### config.mk
export PLATFORM = sky130hd
export DESIGN_NAME = maze_player_mover_flat
export DESIGN_NICKNAME = d
export VERILOG_FILES = /design/src/rtl/maze_player_mover_if.sv /design/src/rtl/maze_player_mover.sv /design/src/flat_wrapper.sv
export SDC_FILE = /design/constraint.sdc
export NUM_CORES = 1
export LEC_CHECK = 0
export ABC_AREA = 1
export CAP_MARGIN = 25
export CORE_ASPECT_RATIO = 0.5
export CORE_MARGIN = 4
export CORE_UTILIZATION = 38
export DETAILED_ROUTE_END_ITERATION = 10
export SLEW_MARGIN = 20
export SYNTH_ARGS = -nofsm -noshare
export SYNTH_HDL_FRONTEND = slang
export SYNTH_SLANG_ARGS = --single-unit
### constraint.sdc
create_clock -name clock -period 4.9 [get_ports clock]
set_clock_uncertainty 0.1 [all_clocks]
set_input_delay 0.735 -clock clock [delete_from_list [all_inputs] [get_ports clock]]
set_output_delay 0.735 -clock clock [all_outputs]
set_load 0.05 [all_outputs]
### src/rtl/maze_player_mover_if.sv
`default_nettype none
// ============================================================================
// Module   : maze_player_mover_if
// Purpose  : Groups the input-handler, maze-RAM and renderer signals of the
//            player mover into one bundle.
// Revision : 1.0
// ============================================================================
interface maze_player_mover_if #(
    parameter int COORD_W = 8,
    parameter int ADDR_W  = 11
);
    logic [3:0]         player_direction;
    logic               at_start;
    logic               maze_input_data;
    logic [COORD_W-1:0] player_x;
    logic [COORD_W-1:0] player_y;
    logic [ADDR_W-1:0]  maze_input_address;
    logic               busy;
    logic [15:0]        move_count;
    logic               at_end;

    modport master (
        input  player_direction, at_start, maze_input_data,
        output player_x, player_y, maze_input_address, busy, move_count, at_end
    );

    modport slave (
        output player_direction, at_start, maze_input_data,
        input  player_x, player_y, maze_input_address, busy, move_count, at_end
    );
endinterface
`default_nettype wire

### src/rtl/maze_player_mover.sv
`default_nettype none
// ============================================================================
// Module   : maze_player_mover
// Purpose  : Turns one-hot direction presses into single-tile player moves
//            after checking the target tile in maze RAM.
//            Optional held-key auto-repeat: MAZE_MOVE_REPEAT_EN.
// Revision : 1.0
// ============================================================================
module maze_player_mover #(
    parameter int WIDTH        = 10,
    parameter int HEIGHT       = 10,
    parameter int COORD_W      = 8,
    parameter int ADDR_W       = 11,
    parameter int READ_LATENCY = 3,
    parameter int START_X      = 0,
    parameter int START_Y      = 0,
    parameter int EXIT_X       = WIDTH - 1,
    parameter int EXIT_Y       = HEIGHT - 1,
    parameter int REPEAT_DELAY = 8
) (
    input  logic                clock,
    input  logic                reset_n,
    maze_player_mover_if.master bus
);

    localparam int LAT_W = (READ_LATENCY < 2) ? 1 : $clog2(READ_LATENCY + 1);

    localparam logic [COORD_W-1:0] C_START_X = COORD_W'(START_X);
    localparam logic [COORD_W-1:0] C_START_Y = COORD_W'(START_Y);
    localparam logic [COORD_W-1:0] C_EXIT_X  = COORD_W'(EXIT_X);
    localparam logic [COORD_W-1:0] C_EXIT_Y  = COORD_W'(EXIT_Y);
    localparam logic [COORD_W-1:0] C_MAX_X   = COORD_W'(WIDTH - 1);
    localparam logic [COORD_W-1:0] C_MAX_Y   = COORD_W'(HEIGHT - 1);
    localparam logic [COORD_W-1:0] C_ONE     = COORD_W'(1);
    localparam logic [ADDR_W-1:0]  C_ROW     = ADDR_W'(WIDTH);
    localparam logic [LAT_W-1:0]   C_LAT     = LAT_W'(READ_LATENCY);
    localparam logic [LAT_W-1:0]   C_LAT_ONE = LAT_W'(1);

    localparam logic [3:0] C_DIR_UP    = 4'b0001;
    localparam logic [3:0] C_DIR_DOWN  = 4'b0010;
    localparam logic [3:0] C_DIR_RIGHT = 4'b0100;
    localparam logic [3:0] C_DIR_LEFT  = 4'b1000;

    generate
        if (WIDTH < 2 || HEIGHT < 2 || READ_LATENCY < 1 || REPEAT_DELAY < 1 ||
            WIDTH * HEIGHT > (1 << ADDR_W)) begin : g_bad_params
            $error("maze_player_mover: illegal parameter set");
        end
    endgenerate

    typedef enum logic [1:0] {
        IDLE = 2'd0,
        WAIT = 2'd1,
        DONE = 2'd2
    } state_t;

    state_t             r_state;
    logic [COORD_W-1:0] r_pos_x;
    logic [COORD_W-1:0] r_pos_y;
    logic [COORD_W-1:0] r_tgt_x;
    logic [COORD_W-1:0] r_tgt_y;
    logic [ADDR_W-1:0]  r_addr;
    logic               r_busy;
    logic [15:0]        r_move_count;
    logic               r_at_end;
    logic [3:0]         r_prev_dir;
    logic [LAT_W-1:0]   r_lat_cnt;

    logic               w_in_bounds;
    logic               w_at_exit;
    logic               w_accept;
    logic [COORD_W-1:0] w_tgt_x;
    logic [COORD_W-1:0] w_tgt_y;
    logic [ADDR_W-1:0]  w_tgt_addr;

    // Bounds are judged before the step so the target can never wrap.
    always_comb begin
        w_in_bounds = 1'b0;
        w_tgt_x     = r_pos_x;
        w_tgt_y     = r_pos_y;
        case (bus.player_direction)
            C_DIR_UP: begin
                w_in_bounds = (r_pos_y != '0);
                w_tgt_y     = r_pos_y - C_ONE;
            end
            C_DIR_DOWN: begin
                w_in_bounds = (r_pos_y < C_MAX_Y);
                w_tgt_y     = r_pos_y + C_ONE;
            end
            C_DIR_RIGHT: begin
                w_in_bounds = (r_pos_x < C_MAX_X);
                w_tgt_x     = r_pos_x + C_ONE;
            end
            C_DIR_LEFT: begin
                w_in_bounds = (r_pos_x != '0);
                w_tgt_x     = r_pos_x - C_ONE;
            end
            default: w_in_bounds = 1'b0;
        endcase
    end

    assign w_at_exit  = (r_pos_x == C_EXIT_X) && (r_pos_y == C_EXIT_Y);
    assign w_accept   = w_in_bounds && (bus.player_direction != r_prev_dir);
    assign w_tgt_addr = C_ROW * ADDR_W'(w_tgt_y) + ADDR_W'(w_tgt_x);

`ifdef MAZE_MOVE_REPEAT_EN
    localparam int REP_W = (REPEAT_DELAY < 2) ? 1 : $clog2(REPEAT_DELAY + 1);
    localparam logic [REP_W-1:0] C_REP     = REP_W'(REPEAT_DELAY);
    localparam logic [REP_W-1:0] C_REP_ONE = REP_W'(1);

    logic [REP_W-1:0] r_rep_timer;
    logic             r_rep_armed;
    logic [3:0]       r_dir_q;
    logic             w_oob_fresh;

    assign w_oob_fresh = $onehot(bus.player_direction) && !w_in_bounds &&
                         (bus.player_direction != r_prev_dir);
`endif

    always_ff @(posedge clock or negedge reset_n) begin
        if (!reset_n) begin
            r_state      <= IDLE;
            r_pos_x      <= C_START_X;
            r_pos_y      <= C_START_Y;
            r_tgt_x      <= '0;
            r_tgt_y      <= '0;
            r_addr       <= '0;
            r_busy       <= 1'b0;
            r_move_count <= '0;
            r_at_end     <= 1'b0;
            r_prev_dir   <= '0;
            r_lat_cnt    <= '0;
`ifdef MAZE_MOVE_REPEAT_EN
            r_rep_timer  <= '0;
            r_rep_armed  <= 1'b0;
            r_dir_q      <= '0;
`endif
        end else begin
            r_at_end <= 1'b0;
`ifdef MAZE_MOVE_REPEAT_EN
            r_dir_q  <= bus.player_direction;
`endif
            if (bus.at_start) begin
                // Address holds; any read in flight is simply abandoned.
                r_state      <= IDLE;
                r_pos_x      <= C_START_X;
                r_pos_y      <= C_START_Y;
                r_busy       <= 1'b0;
                r_move_count <= '0;
                r_prev_dir   <= '0;
                r_lat_cnt    <= '0;
`ifdef MAZE_MOVE_REPEAT_EN
                r_rep_timer  <= '0;
                r_rep_armed  <= 1'b0;
`endif
            end else begin
                case (r_state)
                    IDLE: begin
                        if (w_at_exit) begin
                            r_at_end   <= 1'b1;
                            r_pos_x    <= C_START_X;
                            r_pos_y    <= C_START_Y;
                            r_prev_dir <= bus.player_direction;
                            r_state    <= DONE;
`ifdef MAZE_MOVE_REPEAT_EN
                            r_rep_armed <= 1'b0;
`endif
                        end else if (w_accept) begin
                            r_addr    <= w_tgt_addr;
                            r_tgt_x   <= w_tgt_x;
                            r_tgt_y   <= w_tgt_y;
                            r_busy    <= 1'b1;
                            r_lat_cnt <= C_LAT_ONE;
                            r_state   <= WAIT;
`ifdef MAZE_MOVE_REPEAT_EN
                            r_rep_armed <= 1'b0;
`endif
                        end else begin
                            r_prev_dir <= bus.player_direction;
`ifdef MAZE_MOVE_REPEAT_EN
                            if (w_oob_fresh) begin
                                r_rep_armed <= 1'b1;
                                r_rep_timer <= C_REP_ONE;
                            end else if (r_rep_armed) begin
                                if (bus.player_direction != r_dir_q) begin
                                    r_rep_timer <= C_REP_ONE;
                                end else if (r_rep_timer == C_REP) begin
                                    r_rep_armed <= 1'b0;
                                    if ($onehot(bus.player_direction)) begin
                                        r_prev_dir <= '0;
                                    end
                                end else begin
                                    r_rep_timer <= r_rep_timer + C_REP_ONE;
                                end
                            end
`endif
                        end
                    end
                    WAIT: begin
                        if (r_lat_cnt == C_LAT_ONE) begin
                            r_prev_dir <= bus.player_direction;
                        end
                        if (r_lat_cnt == C_LAT) begin
                            if (!bus.maze_input_data) begin
                                r_pos_x <= r_tgt_x;
                                r_pos_y <= r_tgt_y;
                                if (r_move_count != 16'hFFFF) begin
                                    r_move_count <= r_move_count + 16'd1;
                                end
                            end
                            r_busy  <= 1'b0;
                            r_state <= IDLE;
`ifdef MAZE_MOVE_REPEAT_EN
                            r_rep_armed <= 1'b1;
                            r_rep_timer <= C_REP_ONE;
`endif
                        end else begin
                            r_lat_cnt <= r_lat_cnt + C_LAT_ONE;
                        end
                    end
                    DONE: begin
                        r_state <= DONE;
                    end
                    default: begin
                        r_state <= IDLE;
                    end
                endcase
            end
        end
    end

    assign bus.player_x           = r_pos_x;
    assign bus.player_y           = r_pos_y;
    assign bus.maze_input_address = r_addr;
    assign bus.busy               = r_busy;
    assign bus.move_count         = r_move_count;
    assign bus.at_end             = r_at_end;

endmodule
`default_nettype wire

### src/flat_wrapper.sv
// flat-port wrapper written by rule: the top's interface ports become plain ports
module maze_player_mover_flat 
#(
    parameter int WIDTH        = 10,
    parameter int HEIGHT       = 10,
    parameter int COORD_W      = 8,
    parameter int ADDR_W       = 11,
    parameter int READ_LATENCY = 3,
    parameter int START_X      = 0,
    parameter int START_Y      = 0,
    parameter int EXIT_X       = WIDTH - 1,
    parameter int EXIT_Y       = HEIGHT - 1,
    parameter int REPEAT_DELAY = 8
)
  (clock, reset_n, bus_player_direction, bus_at_start, bus_maze_input_data, bus_player_x, bus_player_y, bus_maze_input_address, bus_busy, bus_move_count, bus_at_end);
  maze_player_mover_if #(.COORD_W(COORD_W), .ADDR_W(ADDR_W)) bus_i ();
  input  logic clock;
  input  logic reset_n;
  input wire logic [$bits(bus_i.player_direction)-1:0] bus_player_direction;
  input wire logic [$bits(bus_i.at_start)-1:0] bus_at_start;
  input wire logic [$bits(bus_i.maze_input_data)-1:0] bus_maze_input_data;
  output wire logic [$bits(bus_i.player_x)-1:0] bus_player_x;
  output wire logic [$bits(bus_i.player_y)-1:0] bus_player_y;
  output wire logic [$bits(bus_i.maze_input_address)-1:0] bus_maze_input_address;
  output wire logic [$bits(bus_i.busy)-1:0] bus_busy;
  output wire logic [$bits(bus_i.move_count)-1:0] bus_move_count;
  output wire logic [$bits(bus_i.at_end)-1:0] bus_at_end;
  assign bus_i.player_direction = bus_player_direction;
  assign bus_i.at_start = bus_at_start;
  assign bus_i.maze_input_data = bus_maze_input_data;
  assign bus_player_x = bus_i.player_x;
  assign bus_player_y = bus_i.player_y;
  assign bus_maze_input_address = bus_i.maze_input_address;
  assign bus_busy = bus_i.busy;
  assign bus_move_count = bus_i.move_count;
  assign bus_at_end = bus_i.at_end;
  maze_player_mover #(.WIDTH(WIDTH), .HEIGHT(HEIGHT), .COORD_W(COORD_W), .ADDR_W(ADDR_W), .READ_LATENCY(READ_LATENCY), .START_X(START_X), .START_Y(START_Y), .EXIT_X(EXIT_X), .EXIT_Y(EXIT_Y), .REPEAT_DELAY(REPEAT_DELAY)) u_core (.clock(clock), .reset_n(reset_n), .bus(bus_i));
endmodule
Figure 1. Logic cells by family (run 1).
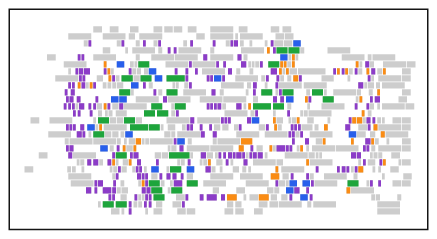
- xor and xnor cells: blue (cells 22)
- nand cells: purple (cells 215)
- fa/ha/maj cells: green (cells 35)
- nor cells: orange (cells 55)

Figure 2. Met2 routing (run 1).
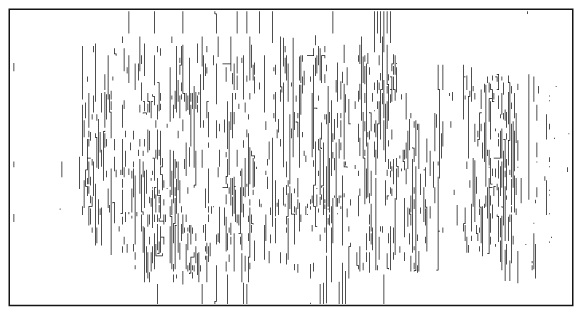
- wire length on this layer: 4770 µm
- nets with wire on the layer: 580
- main direction: vertical
- share of all routed wire: 45%
- longest straight run: 36.0 µm

==> CHANGELOG.md, run 1 <==
### Changed

- Power density normalized to cell area: between 200 and 300 mW/mm²
- IO Port Bufs: between 50 and 60
- Maximum operating frequency: roughly 220 MHz
- H-tree depth: 3
- Result of the run: finished clean
- Pre-Place Util: 40.01%
- Post-detailed-route DRC marker count: 0
- Count of tool warnings: 29
- Net switching power figure: 0.4873 mW
- Minimum period implied by the final worst setup slack: 4522 ps
- Post-Synthesis Cell Area: 0.004514 mm²
- Crit share post-route: 92.28%
- Final ANT Viol Nets: 0
- Total design power: approximately 1.6 mW
- Dominant combinational cell family by area after synthesis: simple AND/OR/NAND/NOR gates
- TritonCTS clock tree: built
- Tightest Hold Check Type: reg2reg
- Library cell with the largest summed area after synthesis: dfrtp_1
- Max VDD drop: 0.1215 mV
- Max-capacitance violation count: 0
- Buffer type at the clock tree root: clkbuf_16
- Area growth from synthesis to final layout: 26.64%
- Number of rows created at floorplan: 27
- Average wire length per cell after detail routing: ~13 µm
- Number of nets at the end of the flow: 723
- Clk pin slew, worst setup/hold paths: 60 ps
- Clock latency at the later pin of the worst-skew pair: between 300 and 400 ps
- Iteration count of the initial detailed-routing pass: 4
Figure 3. Sizing map (run 1).
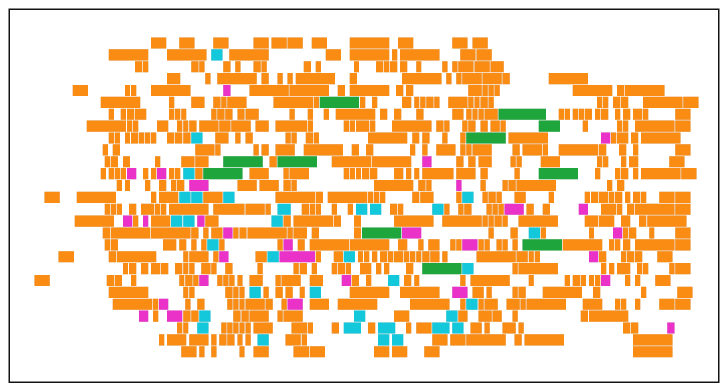
- x1 and smaller: orange (cells 611; share 89%)
- x6 and larger: green (cells 11; share 1.6%)
- x3 and x4: cyan (cells 34; share 5.0%)
- x2: magenta (cells 29; share 4.2%)

run 1: kinds of logic after synthesis:
group / Yosys count
AND-OR/OR-AND: 104
XOR/XNOR: 22
adder cells (fa/ha/maj): 35
buffers and inverters: 95
flip-flops: 68
AND/OR/NAND/NOR: 275
run 1: final cells by class:
| class | count | area (µm²) |
|---|---|---|
| sequential | 68 | 1702 |
| timing repair buffer | 82 | 740.7 |
| multi-input combinational | 436 | 2469 |
| inverter | 83 | 311.5 |
| clock inverter | 4 | 48.80 |
| fill | 1108 | 5567 |
| tap | 159 | 198.9 |
| clock buffer | 12 | 246.5 |
run 1: per-stage QoR:
stage	cell area (µm²)	std cells
6_report	5717	844
3_3_place_gp	5380	827
5_1_grt	5717	844
3_5_place_dp	5380	827
4_1_cts	5675	843
2_1_floorplan	4514	599
run 1: layer usage:
metal	wire [µm]	global-route usage [%]	vias to the layer above
met2	4768	25.89	59
met5	0	0	-
li1	-	-	2122
met3	462	3.493	10
met4	100	4.605	0
met1	5343	23.00	1906
run 1: cells in the final DEF, fill, tap and decap left out, drive strengths merged, types with 4 or more instances in the layout:
cell,instances
clkbuf,12
clkinv,4
xnor2,8
nor3,6
dfrtp,68
nor2,45
xor2,14
nor4,4
or2,5
ha,31
nand4,8
o21ai,59
nand3,47
clkdlybuf4s50,51
inv,82
a31oi,4
nand2,158
fa,4
a21oi,26
buf,31
o31ai,4
run 1: state kept, by name (all words and copies together) (netlist names):
name,cells
u_core.r_prev_dir,4
u_core.bus.busy,1
u_core.bus.player_y,8
u_core.r_tgt_x,7
u_core.r_tgt_y,8
u_core.bus.maze_input_address,11
u_core.r_state,2
u_core.bus.player_x,8
u_core.bus.move_count,16
u_core.bus.at_end,1
u_core.r_lat_cnt,2
run 1: power groups by stage:
stage	clock, mW	sequential, mW	combinational (mW)
floorplan	0	0.721	0.149
global placement	0	0.643	0.347
detailed placement	0	0.644	0.350
CTS	0.659	0.635	0.351
global route	0.689	0.640	0.386
finish	0.641	0.634	0.350
run 1: worst paths after layout:
path	slack, ps	start	to	depth (start not counted)
max in group asynchronous	3360	reset_n	u_core.r_tgt_x[7]$_DFFE_PN0P_	2
setup reg to reg	1060	u_core.bus.player_y[3]$_DFFE_PN0P_	u_core.bus.maze_input_address[10]$_DFFE_PN0P_	21
min in group asynchronous	380	reset_n	u_core.bus.move_count[4]$_DFFE_PN0P_	1
setup / recovery	380	bus_player_direction[1]	u_core.bus.maze_input_address[10]$_DFFE_PN0P_	25
hold / removal	350	u_core.r_state[0]$_DFFE_PN0P_	u_core.r_state[1]$_DFFE_PN0P_	1
hold reg to reg	350	u_core.r_state[0]$_DFFE_PN0P_	u_core.r_state[1]$_DFFE_PN0P_	1
run 1: repair_timing:
item	4_1_cts	5_1_grt
setup buffers	0	1
gates resized	0	9
setup endpoints to repair	0	3
endpoints found under the hold margin	0	0
Figure 4. Placed cells, one color a class (run 1).
Bar = 50 µm. Fill, decap, tap and diode cells in gray.
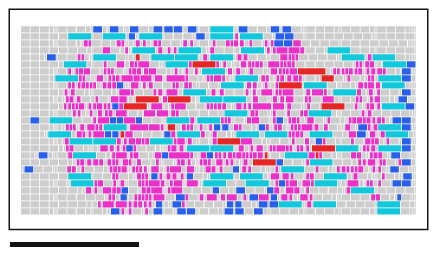

==> run 2, diff against run 1 <==
- CELL_PAD_IN_SITES_DETAIL_PLACEMENT: not set -> 0
- CELL_PAD_IN_SITES_GLOBAL_PLACEMENT: not set -> 1
- PLACE_DENSITY_LB_ADDON: not set -> 0.1
Figure 5. Placed cells, one color a class (run 2).
Bar = 50 µm. Fill, decap, tap and diode cells in gray.
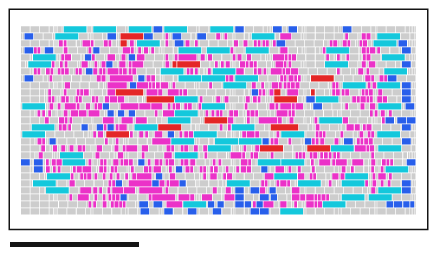
- clock drivers and dummy loads: red (cells 16; share of their area 6.0%)
- remaining logic cells: magenta (cells 520; share of their area 50%)
- registers: cyan (cells 68; share of their area 30%)
- remaining buffers and delay cells: blue (cells 87; share of their area 14%)

==> run 2 against run 1 <==
Effect of this change: highest routed layer unchanged; non-clock buffer count rose by 5; final cell count increased by 0.71%; critical path type unchanged; count of clock-buffer cells in the layout fell by 3; combinational power grew 3%; hold slack lost 1.2 ps.
==> CHANGELOG.md, run 2 <==
### Changed

- Worst reg2reg endpoint: u_core.bus.maze_input_address[10]$_DFFE_PN0P_ (unchanged)
- Max VDD drop: 0.1881 mV (was 0.1215 mV)
- Crit share post-route: 92.58% (was 92.28%)
- CP Launch Point: bus_player_direction[1] (unchanged)
- Most frequent logic cells in the routed design: 146 x nand2_1, 80 x inv_1, 68 x dfrtp_1 (was 147 x nand2_1, 80 x inv_1, 68 x dfrtp_1)
- Maximum operating frequency: 220.4 MHz (was 221.1 MHz)
- Number of rows created at floorplan: 27 (unchanged)
- Final ANT Viol Nets: 0 (unchanged)
- IO Port Bufs: 52 (unchanged)
- Buffer type at the clock tree root: clkbuf_16 (unchanged)
- Flip-flop count of the largest register, all copies and words added: 16 (unchanged)
- Max-capacitance violation count: 0 (unchanged)
- Clock latency at the later pin of the worst-skew pair: 330 ps (about the same)
- Count of tool warnings: 29 (unchanged)
- Power density normalized to cell area: 296.4 mW/mm² (was 284.4 mW/mm²)
- Library cell with the largest summed area after synthesis: dfrtp_1 (unchanged)
- Average wire length per cell after detail routing: 13.43 µm (was 12.65 µm)
- TritonCTS clock tree: built (unchanged)
- Tightest Hold Check Type: reg2reg (unchanged)
- Most frequently placed logic cell in the final layout: nand2_1 (unchanged)
- Crit path to: u_core.bus.maze_input_address[10]$_DFFE_PN0P_ (unchanged)
- Filler cell count: 1124 (was 1108)
- Result of the run: finished clean (unchanged)
- Number of nets at the end of the flow: 729 (was 723)
- Post-detailed-route DRC marker count: 0 (unchanged)
- Minimum period implied by the final worst setup slack: 4536 ps (was 4522 ps)
- Iteration count of the initial detailed-routing pass: 4 (unchanged)
- R2r setup slk: 920 ps (was 1060 ps)
Figure 6. Sizing map (run 2).
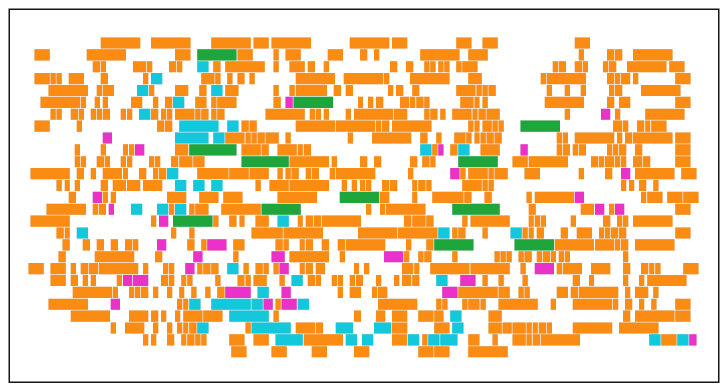
- x3 and x4: cyan (cells 46; share 6.7%)
- x2: magenta (cells 32; share 4.6%)
- x1 and smaller: orange (cells 601; share 87%)
- x6 and larger: green (cells 12; share 1.7%)

## run 2: logic make-up after synthesis
family	Yosys count	share of synthesized area, %
AND/OR/NAND/NOR	275	26.64
AND-OR/OR-AND	104	12.67
buffers and inverters	95	8.370
flip-flops	68	37.69
adder cells (fa/ha/maj)	35	10.37
XOR/XNOR	22	4.268
## run 2: worst min-delay path by stage
stage,from,end,slack [ps],depth (start not counted)
floorplan,u_core.r_state[0]$_DFFE_PN0P_,u_core.r_state[1]$_DFFE_PN0P_,330,1
detailed placement,u_core.r_state[0]$_DFFE_PN0P_,u_core.r_state[1]$_DFFE_PN0P_,360,1
finish,u_core.r_state[0]$_DFFE_PN0P_,u_core.r_state[1]$_DFFE_PN0P_,350,1
CTS,u_core.r_state[0]$_DFFE_PN0P_,u_core.r_state[1]$_DFFE_PN0P_,360,1
global placement,u_core.r_state[0]$_DFFE_PN0P_,u_core.r_state[1]$_DFFE_PN0P_,350,1
global route,u_core.r_state[0]$_DFFE_PN0P_,u_core.r_state[1]$_DFFE_PN0P_,380,1
## run 2: timing repair
action,CTS,global route
gates resized,0,21
setup buffers,0,1
endpoints found under the setup margin,0,4
## run 2: report_power, final
group	total (mW)	internal, mW	switching [mW]
clock	0.750	0.495	0.255
sequential	0.635	0.607	0.0286
combinational	0.362	0.132	0.230
## run 2: per-layer routing
metal / vias up / global-route usage (%) / wire length [µm]
li1: 2125 / - / -
met1: 1862 / 24.93 / 5990
met5: - / 0 / 0
met3: 9 / 4.173 / 502
met4: 0 / 3.530 / 95
met2: 62 / 26.38 / 4823
## run 2: cell type report
type | instances | area (µm²) | share of cell area, %
clock buffers | 9 | 225.2 | 3.821
clock inverters | 7 | 115.1 | 1.953
inverters | 83 | 311.5 | 5.286
multi-input cells | 437 | 2564 | 43.49
flip-flops and latches | 68 | 1702 | 28.87
well taps | 159 | 198.9 | 3.375
repair buffers | 87 | 778.2 | 13.20
## run 2: worst max-delay path: cells and delay by family
| kind | cells | cell delay [ps] |
|---|---|---|
| compound gates | 2 | 160 |
| xor+xnor | 1 | 180 |
| fa+ha+maj | 5 | 1650 |
| buf+inv | 4 | 730 |
| simple gates | 10 | 1180 |
## run 2: stage by stage
step | hold WS [ps] | cells | cell area, µm²
final | 352.0 | 850 | 5894
after global routing | 381.0 | 850 | 5894
after CTS | 358.0 | 848 | 5758
after detailed placement | 356.8 | 832 | 5418
after global placement | 351.2 | 832 | 5418
after floorplan | 327.4 | 599 | 4514
Figure 7. Met2 routing (run 2).
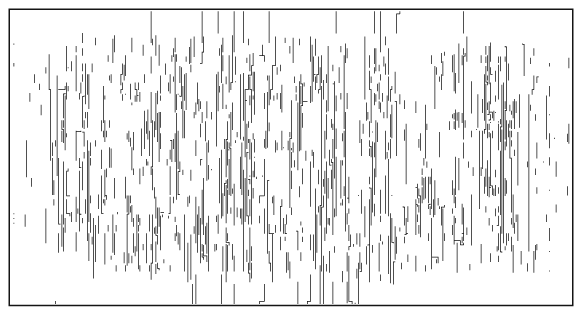

==> run 3, diff against run 2 <==
- CELL_PAD_IN_SITES_DETAIL_PLACEMENT: 0 -> 1
- GPL_TIMING_DRIVEN: not set -> 0
Figure 8. Met2 routing (run 3).
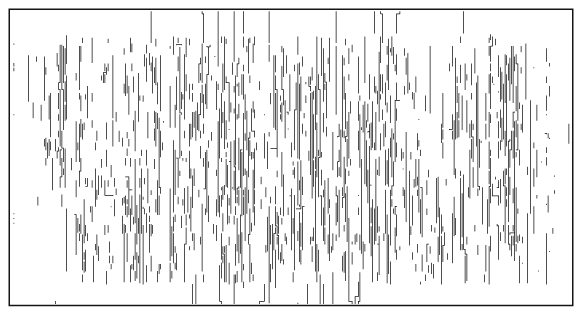
- share of all routed wire: 44%
- nets with wire on the layer: 621
- wire length on this layer: 5700 µm
- main direction: vertical
- longest straight run: 40.1 µm

==> run 3 against run 2 <==
Effect of this change: count of clock-buffer cells in the layout rose by 2; via count rose by 3.8%; hold slack got worse by 190 ps; non-clock buffer count fell by 19; final cell count fell by 2.4%.
==> CHANGELOG.md, run 3 <==
### Changed

- Result of the run: finished clean (unchanged)
- Iteration count of the initial detailed-routing pass: 5 (was 4)
- Tightest Hold Check Type: in2async (was reg2reg)
- Post-detailed-route DRC marker count: 0 (unchanged)
- Setup repair after global routing missed its margin: false
- Pre-Place Util: 40.01% (unchanged)
- Clk pin slew, worst setup/hold paths: 60 ps (about the same)
- Pre-CTS setup slack: -576.2 ps (was -156.1 ps)
- TritonCTS clock tree: built (unchanged)
- Final ANT Viol Nets: 0 (unchanged)
- Internal power: 1.181 mW (was 1.233 mW)
- Count of tool warnings: 29 (unchanged)
- Buffer type at the clock tree root: clkbuf_16 (unchanged)
- Filler cell count: 1423 (was 1124)
- Worst reg2reg startpoint: u_core.bus.player_y[0]$_DFFE_PN0P_ (unchanged)
- Net switching power figure: 0.5104 mW (was 0.5136 mW)
- Library cell with the largest summed area after synthesis: dfrtp_1 (unchanged)
- Most frequently placed logic cell in the final layout: nand2_1 (unchanged)
- Number of nets at the end of the flow: 709 (was 729)
- Post-Synthesis Cell Area: 0.004514 mm² (unchanged)
- Share of total power in sequential cells: 37.6% (was 36.4%)
- Fraction of power spent switching nets: 30.17% (was 29.40%)
- Area growth from synthesis to final layout: 25.89% (was 30.57%)
- Combinational share of power: 20.8% (was 20.7%)
- Clock group share of total power: 41.6% (was 42.9%)
- Number of rows created at floorplan: 27 (unchanged)
- Max-capacitance violation count: 0 (unchanged)
- Average wire length per cell after detail routing: 15.67 µm (was 13.43 µm)
- Flip-flop count of the largest register, all copies and words added: 16 (unchanged)
- DR vias/cell: 5.077 (was 4.774)
- IO Port Bufs: 51 (was 52)
- Max VDD drop: 0.1949 mV (was 0.1881 mV)
- Setup violations, final: 0 (unchanged)
- CP Launch Point: bus_player_direction[3] (was bus_player_direction[1])
Figure 9. The clock network (run 3).
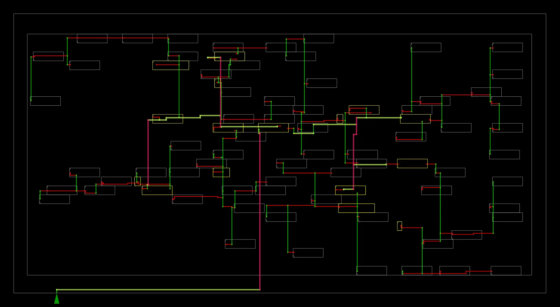
cts bufs inserted: 9
CTS sink count: 68
clock latency at the later pin of the worst-skew pair: 330 ps

==> run 3: cell types whose count changed in the layout (fill, tap and decap cells not counted), sizes merged <==
cell	change
dlygate4sd2	+1
clkbuf	+5
bufinv	-1
nand2	-1
clkinvlp	-2
dlymetal6s2s	+3
buf	-21
clkinv	+1
clkdlybuf4s50	-5
==> run 3: critical path, cell delays in order <==
cell and delay (ps):
dlygate4sd2_1 320, nor2_4 190, nand2_4 130, inv_1 110
fa_1 410, or2_2 300, o21ai_1 190, ha_1 300
ha_1 260, fa_1 410, xor2_1 180, ha_1 320
nand2_1 80, o21ai_0 160, a21oi_1 80, nor2_1 160
inv_1 70, nor2_1 110, nand2_1 60, nand3_1 60
nand2_1 60
==> run 3: area by class of cell <==
cell class,instances,area (µm²),area share [%]
multi-input cells,436,2515,44.25
flip-flops and latches,68,1702,29.94
repair buffers,56,571.8,10.06
inverters,83,311.5,5.482
clock buffers,11,242.7,4.271
well taps,159,198.9,3.501
clock inverters,5,75.07,1.321
plain buffers,12,66.31,1.167
==> run 3: layer usage <==
layer  share of wire (%)  GRT usage [%]
met1                  51          27.08
met2                  44          33.13
met5                   0              0
met3                 3.5          3.736
met4                 1.4          5.449
==> run 3: path summary, 6_finish.rpt <==
kind | cells past startpoint | to
max | 21 | u_core.bus.maze_input_address[10]$_DFFE_PN0P_
min | 1 | u_core.bus.move_count[4]$_DFFE_PN0P_
max reg2reg | 20 | u_core.bus.maze_input_address[10]$_DFFE_PN0P_
min reg2reg | 2 | u_core.bus.maze_input_address[10]$_DFFE_PN0P_
max in group asynchronous | 2 | u_core.r_tgt_x[6]$_DFFE_PN0P_
min in group clock | 2 | u_core.bus.maze_input_address[10]$_DFFE_PN0P_
==> run 3: cell families (layout without fill, tap and decap cells) <==
group,count (synthesis),in the layout,share of synthesized area (%)
AND/OR/NAND/NOR,275,275,26.64
AND-OR/OR-AND,104,104,12.67
buffers and inverters,95,167,8.370
flip-flops,68,68,37.69
adder cells (fa/ha/maj),35,35,10.37
XOR/XNOR,22,22,4.268
==> run 3: stage by stage <==
stage,hold WS (ps),total power [mW],cells,instance area (µm²)
5_1_grt,170.3,1.776,830,5683
3_5_place_dp,364.1,0.9910,810,5249
2_1_floorplan,327.4,0.8702,599,4514
6_report,162.2,1.692,830,5683
4_1_cts,165.8,1.701,826,5613
3_3_place_gp,351.9,0.9823,809,5224
==> run 3: power by group through the flow <==
stage	logic [mW]	registers [mW]	clock network, mW
after global routing	0.391	0.645	0.740
after detailed placement	0.345	0.646	0
final	0.352	0.637	0.703
after CTS	0.352	0.637	0.713
after global placement	0.338	0.644	0
after floorplan	0.149	0.721	0
==> run 3: repair_timing <==
item	in CTS	in global routing
endpoints found under the hold margin	0	0
pin swaps	2	4
gates resized	9	11
setup buffers	0	4
hold buffers	0	0
setup endpoints to repair	3	4
Power and IR drop assume default switching activity.
